===== src/rtl/param_sync_fifo.sv =====
// Parametrised single-clock FIFO with occupancy count, programmable
// almost-full/almost-empty thresholds, registered read data and sticky error flags.
module param_sync_fifo #(
    parameter int WIDTH     = 8,
    parameter int DEPTH     = 16,
    parameter int AFULL_TH  = DEPTH - 4,
    parameter int AEMPTY_TH = 4
) (
    input  logic                     clk,
    input  logic                     rst,
    input  logic                     wr,
    input  logic [WIDTH-1:0]         din,
    input  logic                     rd,
    output logic [WIDTH-1:0]         dout,
    output logic                     dout_valid,
    output logic [$clog2(DEPTH):0]   count,
    output logic                     empty,
    output logic                     full,
    output logic                     almost_empty,
    output logic                     almost_full,
    output logic                     overflow,
    output logic                     underflow,
    input  logic                     err_clr
);

    localparam int AW = $clog2(DEPTH);
    localparam int CW = AW + 1;

    logic [WIDTH-1:0] mem [DEPTH];
    logic [AW-1:0]    wptr;
    logic [AW-1:0]    rptr;
    logic             ra;
    logic             wa;

    assign empty        = (count == '0);
    assign full         = (count == CW'(DEPTH));
    assign almost_empty = (count <= CW'(AEMPTY_TH));
    assign almost_full  = (count >= CW'(AFULL_TH));

    // A read on a full FIFO frees the slot the simultaneous write needs.
    assign ra = rd && !empty;
    assign wa = wr && (!full || rd);

    // Storage is never cleared; only the pointers and count define validity.
    always_ff @(posedge clk) begin
        if (!rst && wa) begin
            mem[wptr] <= din;
        end
    end

    always_ff @(posedge clk) begin
        if (rst) begin
            wptr       <= '0;
            rptr       <= '0;
            count      <= '0;
            dout       <= '0;
            dout_valid <= 1'b0;
            overflow   <= 1'b0;
            underflow  <= 1'b0;
        end else begin
            if (wa) begin
                wptr <= wptr + AW'(1);
            end
            if (ra) begin
                dout <= mem[rptr];
                rptr <= rptr + AW'(1);
            end
            dout_valid <= ra;

            case ({wa, ra})
                2'b10:   count <= count + CW'(1);
                2'b01:   count <= count - CW'(1);
                default: count <= count;
            endcase

            // A fresh error in the same cycle as err_clr keeps the flag set.
            if (wr && full && !rd) begin
                overflow <= 1'b1;
            end else if (err_clr) begin
                overflow <= 1'b0;
            end
            if (rd && empty) begin
                underflow <= 1'b1;
            end else if (err_clr) begin
                underflow <= 1'b0;
            end
        end
    end

endmodule


===== config.mk =====
export PLATFORM = sky130hd
export DESIGN_NAME = param_sync_fifo
export DESIGN_NICKNAME = d
export VERILOG_FILES = /design/src/rtl/param_sync_fifo.sv
export SDC_FILE = /design/constraint.sdc
export NUM_CORES = 1
export LEC_CHECK = 0
export ABC_AREA = 1
export CORE_UTILIZATION = 60
export CTS_CLUSTER_SIZE = 24
export DETAILED_ROUTE_END_ITERATION = 10
export PLACE_DENSITY = 0.8
export SETUP_SLACK_MARGIN = 0.2
export SLEW_MARGIN = 20
export SYNTH_ARGS = -nofsm -noshare
export SYNTH_HDL_FRONTEND = slang
export SYNTH_SLANG_ARGS = --single-unit

===== constraint.sdc =====
create_clock -name clk -period 2.5 [get_ports clk]
set_input_delay 0.5 -clock clk [delete_from_list [all_inputs] [get_ports clk]]
set_output_delay 0.5 -clock clk [all_outputs]
set_load 0.005 [all_outputs]

util_map.png
Scale: 3 px per um. The die is cut into 11 by 11 equal tiles; black is low, pale yellow is high, 0 to 100% covered.
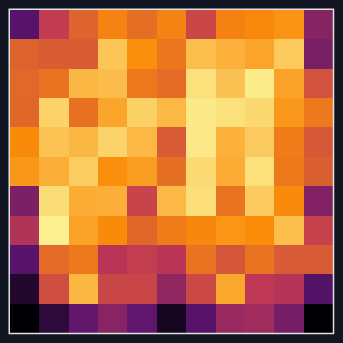
fullest tile: 97%
tiles over 75% full: 40%
mean over tiles: 66%
nearly empty tiles: 1.7%
total core area: 10840 um2
floorplan core density: 61.68%
final cell utilization of the core: 71.83%

ff_map.png
Scale: 3 px per um. Other sequential cells in the stronger gray, the rest of the logic in the fainter gray.
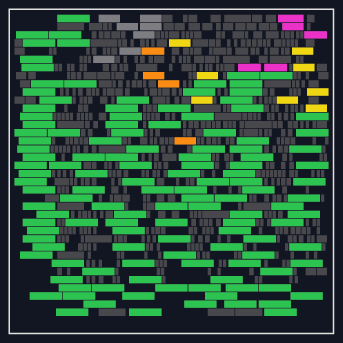
[magenta] `count` | sequential cells: 5 | where: top right
[yellow] `dout` | sequential cells: 8
[orange] `rptr` | sequential cells: 4 | where: top middle
[green] `mem` | sequential cells: 128 | where: widely spread
not colored: 7

==> run notes <==
Here are the numbers from the latest Yosys + OpenROAD run.

The clock passes through at most 2 buffers. Checking hold timing, the worst path is listed with class flip-flop to flip-flop. The power in sequential cells came out at 3000 uW. The sequential share of power is 41.2%.

The hold violation count in the final report came out at 0. The share of total power consumed by net switching came out at 31.22%. The mean area per synthesized cell is 9.833 um2. The final timing report counts setup violations totalling 0. The multiplexer share of the synthesized area came out at 0%.

TritonCTS built the clock tree. The max-capacitance violation count came out at 0. The first detailed-routing pass ran for 5 iterations. The finished layout holds slightly below 900 standard cells, fillers aside.

The tally of OpenROAD warnings came out at 29. The largest total area in the synthesized netlist belongs to sky130_fd_sc_hd__edfxtp_1. The script extracted a total leakage power of 0.003303 uW. The count of nets left with antenna violations after detail routing is 0. The design area is between 7000 and 8000 um2. The count of state elements after synthesis is 152.

The final weighted congestion recorded by global placement is 0.8448. The final antenna diode tally reported by the flow is 0. The sequential fraction of the synthesis area is 64.67%.

Global routing finished with a remaining overflow of 0. The half-perimeter wire length after placement came out at 9.249 mm. The final worst-path cycle share is 89.68%.

The share of Yosys cell area claimed by the top area cell type came out at 57.49%. After Yosys synthesis, XOR and XNOR cells account for 0.9169% of the synthesized area. Among the non-sequential cells, simple AND/OR/NAND/NOR gates take the most area. Setup repair after global routing left no endpoint under its margin.

The layout buffer count excluding clock buffers came out at 60. The critical path startpoint is count[1]. The power density over the cells is 935.6 nW/um2.

Ranked by total cell area, the synthesized netlist is headed by sky130_fd_sc_hd__edfxtp_1, sky130_fd_sc_hd__nand2_1, sky130_fd_sc_hd__nand3_1, sky130_fd_sc_hd__dfxtp_1, sky130_fd_sc_hd__inv_1. For the pin with the worst max-slew slack, the measured transition is 0.7736 ns. The number of flops mapped to enable cells by yosys is 128. The depth of the CTS H-tree is 4.

The most used flip-flop cell is sky130_fd_sc_hd__edfxtp_1. The worst hold margin is 0.4656 ns. The number of fill cells is 763. The top cell type by instance count after synthesis is sky130_fd_sc_hd__nand2_1. The power dissipated in the clock network is 2270 uW. The detailed router placed 4778 vias in this run.

The power drawn by the combinational cells came out at ~2000 uW. The area occupied by multi-input gates came out at 1861 um2. The synthesized netlist contains 24 unique library cells.

The data arrival at the endpoint of the critical path is 1.74 ns. The Yosys warning count came out at 0. The fraction of area in non-clock buffers is 6.958%. Counting tap cells, the placed design contains a total of 850 instances. Entering global routing, the biggest net connects 67 pins. Per the OpenROAD power report, switching power amounts to between 2000 and 2500 uW. The growth of design area from synthesis to finish came out at 16.45%. The number of multi-input combinational cells is 405.

The final worst clock skew came out at 0.007501 ns. The number of CTS-inserted buffers is 17. The worst reg2reg path depth came out at 12.

The part of the power in combinational logic is between 20 and 30%. The width of the die is ~110 um. The number of clock sinks came to approximately 150. The maximum clock frequency came out at 446.0 MHz. The flow ran to the end, and the final reports show no timing, DRC or antenna violations. For reference, the clock transition at the flip-flops on the worst setup and hold paths is 0.06 ns. The launching element type of the critical path is a flip-flop. The launch instance of the worst min-delay path is underflow. The global-route wire length before repair is between 20 and 25 mm. The number of cell instances after yosys synthesis is around 700. For the worst-skew pair, the clock arrives at the later sink with an insertion delay of 0.54 ns. The worst-case headroom to the max-slew limit came out at 48.27%. The number of global-route vias before repair is 4660. The largest fanout on the critical path came out at 5. The clock buffer and inverter area fraction after layout is 6.765%.
m2.png
Scale: 3 px per um.
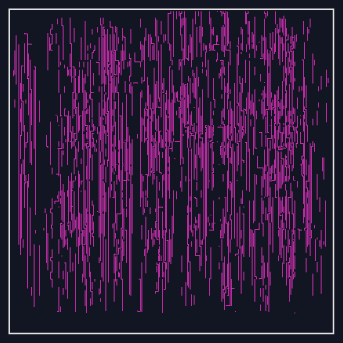
wire length on this layer: 7500 um
nets with wire on the layer: 569
longest straight run: 66.6 um

## timing repair
action                     CTS  global route
pin swaps                    2             2
resized                      4             6
setup endpoints to repair    4             3
## cell usage in the layout, fill, tap and decap left out, types with 4 or more instances in the layout
master	count
sky130_fd_sc_hd__dfxtp_1	19
sky130_fd_sc_hd__dfxtp_2	4
sky130_fd_sc_hd__inv_2	10
sky130_fd_sc_hd__xor2_1	7
sky130_fd_sc_hd__clkbuf_1	7
sky130_fd_sc_hd__clkbuf_8	4
sky130_fd_sc_hd__nand3_1	98
sky130_fd_sc_hd__ha_1	7
sky130_fd_sc_hd__nor2_1	39
sky130_fd_sc_hd__edfxtp_1	128
sky130_fd_sc_hd__nand2_2	5
sky130_fd_sc_hd__clkinv_2	4
sky130_fd_sc_hd__o21ai_0	4
sky130_fd_sc_hd__buf_4	27
sky130_fd_sc_hd__o21ai_1	5
sky130_fd_sc_hd__inv_1	82
sky130_fd_sc_hd__a21oi_1	15
sky130_fd_sc_hd__clkdlybuf4s50_1	31
sky130_fd_sc_hd__clkbuf_16	17
sky130_fd_sc_hd__nand2_1	217
## worst max-delay path: stages (launching register included)
cell	delay (ns)
sky130_fd_sc_hd__dfxtp_4	0.37
sky130_fd_sc_hd__nor2_4	0.13
sky130_fd_sc_hd__nand4_2	0.12
sky130_fd_sc_hd__inv_2	0.08
sky130_fd_sc_hd__clkdlybuf4s50_1	0.51
## metal layers
metal / up-vias / GRT usage [%] / share of wire (%)
li1: 2303 / - / -
met1: 2251 / 34.31 / 40
met2: 184 / 46.43 / 51
met3: 40 / 5.751 / 6.7
met4: 0 / 13.11 / 2.7
met5: - / 0 / 0
## sequential cells by signal (all words and copies together), names as in the netlist
signal	cells
count	5
dout	8
dout_valid	1
mem	128
overflow	1
rptr	4
underflow	1
wptr	4
Power figures rest on the tool's default switching activity, not on a simulated workload.
